===== config.mk =====
export PLATFORM = sky130hd
export DESIGN_NAME = dispatch_ctrl
export DESIGN_NICKNAME = d
export VERILOG_FILES = /design/src/rtl/dispatch_ctrl_pkg.sv /design/src/rtl/dispatch_ctrl_credit_counter.sv /design/src/rtl/dispatch_ctrl.sv
export SDC_FILE = /design/constraint.sdc
export NUM_CORES = 1
export LEC_CHECK = 0
export CORE_ASPECT_RATIO = 1.1
export CORE_MARGIN = 4
export CORE_UTILIZATION = 41
export CTS_CLUSTER_DIAMETER = 150
export DETAILED_ROUTE_END_ITERATION = 12
export PLACE_DENSITY = 0.64
export RECOVER_POWER = 25
export SYNTH_ARGS = -nofsm -noshare
export SYNTH_HDL_FRONTEND = slang
export SYNTH_SLANG_ARGS = --single-unit

===== constraint.sdc =====
create_clock -name clk -period 4.2 [get_ports clk]
set_clock_uncertainty 0.15 [all_clocks]
set_input_delay 0.84 -clock clk [delete_from_list [all_inputs] [get_ports clk]]
set_output_delay 0.84 -clock clk [all_outputs]
set_load 0.1 [all_outputs]

===== src/rtl/dispatch_ctrl_pkg.sv =====
// Shared types for the dispatch controller: exception FSM states, performance
// counter bundle and the default dispatch width.
package dispatch_ctrl_pkg;

  localparam int DISPATCH_WIDTH = 2;

  typedef enum logic [1:0] {
    RUN   = 2'd0,
    FLUSH = 2'd1,
    HOLD  = 2'd2
  } exc_state_e;

  typedef struct packed {
    logic [31:0] stall_rob;
    logic [31:0] stall_rs;
    logic [31:0] stall_rename;
    logic [31:0] stall_exc;
  } perf_cnt_t;

  function automatic logic [31:0] sat_inc32(input logic [31:0] v);
    return (v == 32'hFFFF_FFFF) ? v : v + 32'd1;
  endfunction

endpackage


===== src/rtl/dispatch_ctrl_credit_counter.sv =====
// Credit counter: consumes i_dec, returns i_inc per cycle, restore reloads MAX.
// Returning more than MAX worth of credit is illegal; the count clamps at MAX.
module credit_counter #(
  parameter int MAX = 32,
  parameter int DW  = 2,
  parameter int W   = $clog2(MAX + 1)
) (
  input  logic          clk,
  input  logic          rst_n,
  input  logic [DW-1:0] i_dec,
  input  logic [DW-1:0] i_inc,
  input  logic          i_restore,
  output logic [W-1:0]  o_credit
);

  logic [W-1:0] r_credit;
  logic [W:0]   w_sum;

  // spare top bit lets the overflow compare see values above MAX
  always_comb w_sum = {1'b0, r_credit} - (W+1)'(i_dec) + (W+1)'(i_inc);

  always_ff @(posedge clk or negedge rst_n) begin
    if (!rst_n)                     r_credit <= W'(MAX);
    else if (i_restore)             r_credit <= W'(MAX);
    else if (w_sum > (W+1)'(MAX))   r_credit <= W'(MAX);
    else                            r_credit <= w_sum[W-1:0];
  end

  assign o_credit = r_credit;

  a_no_overflow: assert property (@(posedge clk) disable iff (!rst_n)
    !i_restore |-> (w_sum <= (W+1)'(MAX)));

endmodule


===== src/rtl/dispatch_ctrl.sv =====
// N-wide in-order prefix dispatch gated by ROB/RS credits, plus exception stall FSM.
// Optional stall-cause counters on o_perf_cnt when DISPATCH_CTRL_PERF_EN is defined.
//   state | meaning
//   RUN   | normal dispatch
//   FLUSH | one cycle after exc_flush; credits restored to full
//   HOLD  | waiting for resume; nothing dispatches
module dispatch_ctrl import dispatch_ctrl_pkg::*; #(
  parameter int WIDTH     = DISPATCH_WIDTH,
  parameter int N_RS      = 2,
  parameter int ROB_DEPTH = 32,
  parameter int RS_DEPTH  = 8,
  parameter int CW        = $clog2(WIDTH + 1),
  parameter int SW        = (N_RS > 1) ? $clog2(N_RS) : 1
) (
  input  logic                     clk,
  input  logic                     rst_n,
  input  logic [WIDTH-1:0]         i_uop_valid,
  input  logic [WIDTH-1:0][SW-1:0] i_uop_rs_sel,
  input  logic                     i_rename_stall,
  input  logic [CW-1:0]            i_rob_release,
  input  logic [N_RS-1:0]          i_rs_issue,
  input  logic                     i_exc_flush,
  input  logic                     i_resume,
  output logic [WIDTH-1:0]         o_dispatch_valid,
  output logic [CW-1:0]            o_dispatch_cnt,
  output logic                     o_stall,
  output logic                     o_proc_exception,
  output logic [1:0]               o_exc_state
`ifdef DISPATCH_CTRL_PERF_EN
  ,
  output perf_cnt_t                o_perf_cnt
`endif
);

  localparam int ROBW = $clog2(ROB_DEPTH + 1);
  localparam int RSW  = $clog2(RS_DEPTH + 1);

  exc_state_e                r_state;
  logic [ROBW-1:0]           w_rob_credit;
  logic [N_RS-1:0][RSW-1:0]  w_rs_credit;
  logic [N_RS-1:0][CW-1:0]   w_rs_take;
  logic [WIDTH-1:0]          w_dv;
  logic [CW-1:0]             w_cnt;
  logic                      w_go;
  logic                      w_open;

  assign w_go = rst_n && (r_state == RUN) && !i_rename_stall && !i_exc_flush;

  // the first slot that fails closes the window for every younger slot
  always_comb begin
    w_open    = w_go;
    w_dv      = '0;
    w_cnt     = '0;
    w_rs_take = '0;
    for (int i = 0; i < WIDTH; i++) begin
      if (w_open) begin
        if (!i_uop_valid[i]) begin
          w_open = 1'b0;
        end else if (int'(w_rob_credit) < i + 1) begin
          w_open = 1'b0;
        end else if ((int'(i_uop_rs_sel[i]) >= N_RS) ||
                     (int'(w_rs_credit[i_uop_rs_sel[i]]) <= int'(w_rs_take[i_uop_rs_sel[i]]))) begin
          w_open = 1'b0;
        end else begin
          w_dv[i] = 1'b1;
          w_cnt   = w_cnt + CW'(1);
          w_rs_take[i_uop_rs_sel[i]] = w_rs_take[i_uop_rs_sel[i]] + CW'(1);
        end
      end
    end
  end

  assign o_dispatch_valid = w_dv;
  assign o_dispatch_cnt   = w_cnt;
  assign o_stall          = !rst_n || (r_state != RUN) || i_rename_stall || (w_dv != i_uop_valid);
  assign o_proc_exception = i_exc_flush;
  assign o_exc_state      = r_state;

  credit_counter #(.MAX(ROB_DEPTH), .DW(CW), .W(ROBW)) u_rob_credit (
    .clk       (clk),
    .rst_n     (rst_n),
    .i_dec     (w_cnt),
    .i_inc     (i_rob_release),
    .i_restore (i_exc_flush),
    .o_credit  (w_rob_credit)
  );

  for (genvar k = 0; k < N_RS; k++) begin : g_rs_credit
    credit_counter #(.MAX(RS_DEPTH), .DW(CW), .W(RSW)) u_rs_credit (
      .clk       (clk),
      .rst_n     (rst_n),
      .i_dec     (w_rs_take[k]),
      .i_inc     (CW'(i_rs_issue[k])),
      .i_restore (i_exc_flush),
      .o_credit  (w_rs_credit[k])
    );
  end

  always_ff @(posedge clk or negedge rst_n) begin
    if (!rst_n) begin
      r_state <= RUN;
    end else if (i_exc_flush) begin
      r_state <= FLUSH;
    end else begin
      case (r_state)
        RUN:     r_state <= RUN;
        FLUSH:   r_state <= HOLD;
        HOLD:    if (i_resume) r_state <= RUN;
        default: r_state <= RUN;
      endcase
    end
  end

`ifdef DISPATCH_CTRL_PERF_EN
  perf_cnt_t r_perf;
  logic      w_blk_slot;

  // dispatch is a prefix, so the blocking slot (if any) is index w_cnt
  always_comb w_blk_slot = (int'(w_cnt) < WIDTH) && i_uop_valid[w_cnt];

  always_ff @(posedge clk or negedge rst_n) begin
    if (!rst_n) begin
      r_perf <= '0;
    end else if ((r_state != RUN) || i_exc_flush) begin
      r_perf.stall_exc <= sat_inc32(r_perf.stall_exc);
    end else if (i_rename_stall) begin
      r_perf.stall_rename <= sat_inc32(r_perf.stall_rename);
    end else if (w_blk_slot && (int'(w_rob_credit) < int'(w_cnt) + 1)) begin
      r_perf.stall_rob <= sat_inc32(r_perf.stall_rob);
    end else if (w_blk_slot) begin
      r_perf.stall_rs <= sat_inc32(r_perf.stall_rs);
    end
  end

  assign o_perf_cnt = r_perf;
`endif

endmodule


### Logic cells by family

Scale: 6 px per um.
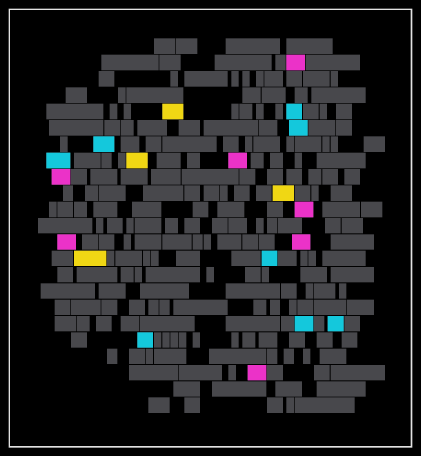
color	family	cells
cyan	non-inverting ao/oa cells	8
yellow	mux cells	4
magenta	xor and xnor cells	7
Finished Layout Cells: 280
Comb area share: 51.6%
Commonest Layout Cell: buf_4

### The metal 1 layer

Scale: 4 px per um. Supply wires on this layer in gray.
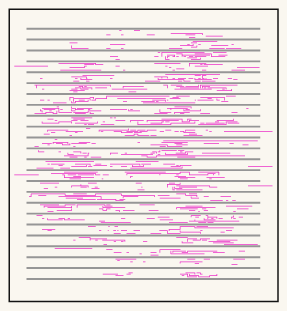
share of all routed wire	42%
longest straight run	23.5 um
wire length on this layer	1560 um
main direction	horizontal
Post-Route WL: 3680 um
routed vias: 1388

==> out/metrics.yaml <==
synth:
  synth-xor-area-share_pct: 3.93
  yosysMostFrequentCell: "inv_1"
  synthArstFlopShare_pct: 100
  synth_cell_types: 47
  ys_seq_elements: 16
  syn_area_per_cell_um2: 8.91
  netlist_area_mm2: 0.00156
  fp_nets: 215
  logic_family: "adder cells"
  synth-edff-count: 0
  synth-main-ff-cell: "dfrtp_1"
grt:
  grt_max_degree: 17
  grt_overflow: 0
  grt_pass1_vias: 1452
  grtUsageMet3_pct: 1.08
status:
  violations: "setup timing"
  status: "finished, violations left"
placed_design:
  gp_congestion: 0.852
  dpl_cell_area_mm2: 0.00212
  port_buffers: 20
route:
  firstDrtPassIters: 4
  viasPerCell: 4.96
  drc: 0
  dr.max_layer_used: "met4"
  wl_met2_um: 2010
power:
  p_total_mw: 0.808
  switching_share_pct: 38.9
  powerClk_mw: 0.117
  pwr-share-comb_pct: 61.5
  pwr-share-seq_pct: 24.0
  maxPowerGroup: "combinational cells"
  p_per_area_mw_per_mm2: 342
clock_tree:
  cts_buffers: 3
  clock_path_buffers: 2
  postCtsSetupBuffers: 10
  cts_hold_buf: 0
finish:
  logic_area_mm2: 0.00122
  nonClkBufAreaFrac_pct: 22.2
  dominant_cells: "multi-input combinational cells"
  n_all_buffers: 57
  sh_seq_area_pct: 17.2
  fin_util_pct: 64.7
  n_clock_buffer: 4
  fillers: 315
  largest_reg_flops: 8
  register_area_um2: 407
worst_setup_path:
  cp_slowest_stage_delay_ns: 0.52
  critical_path.max_fanout: 3
  r2r-end: "g_rs_credit[1].u_rs_credit.o_credit[0]$_DFF_PN0_"
  critPathCapture: "g_rs_credit[1].u_rs_credit.o_credit[0]$_DFF_PN0_"
  crit_family: "simple AND/OR/NAND/NOR gates"
  cp_num_buf_inv: 3
  crit_path_start_kind: "primary input"
worst_hold_path:
  hp-class: "in -> async"
sta:
  fin_ws_ns: -0.166
  timing.final.crit_share_pct: 104
  setup_viol: 14
job:
  maxCapViolCount: 0
floorplanning:
  die_area_mm2: 0.00485
  core-area_mm2: 0.00365
  die_h_um: 72.7
No activity file was given, so power comes from the tool's default toggle rates.
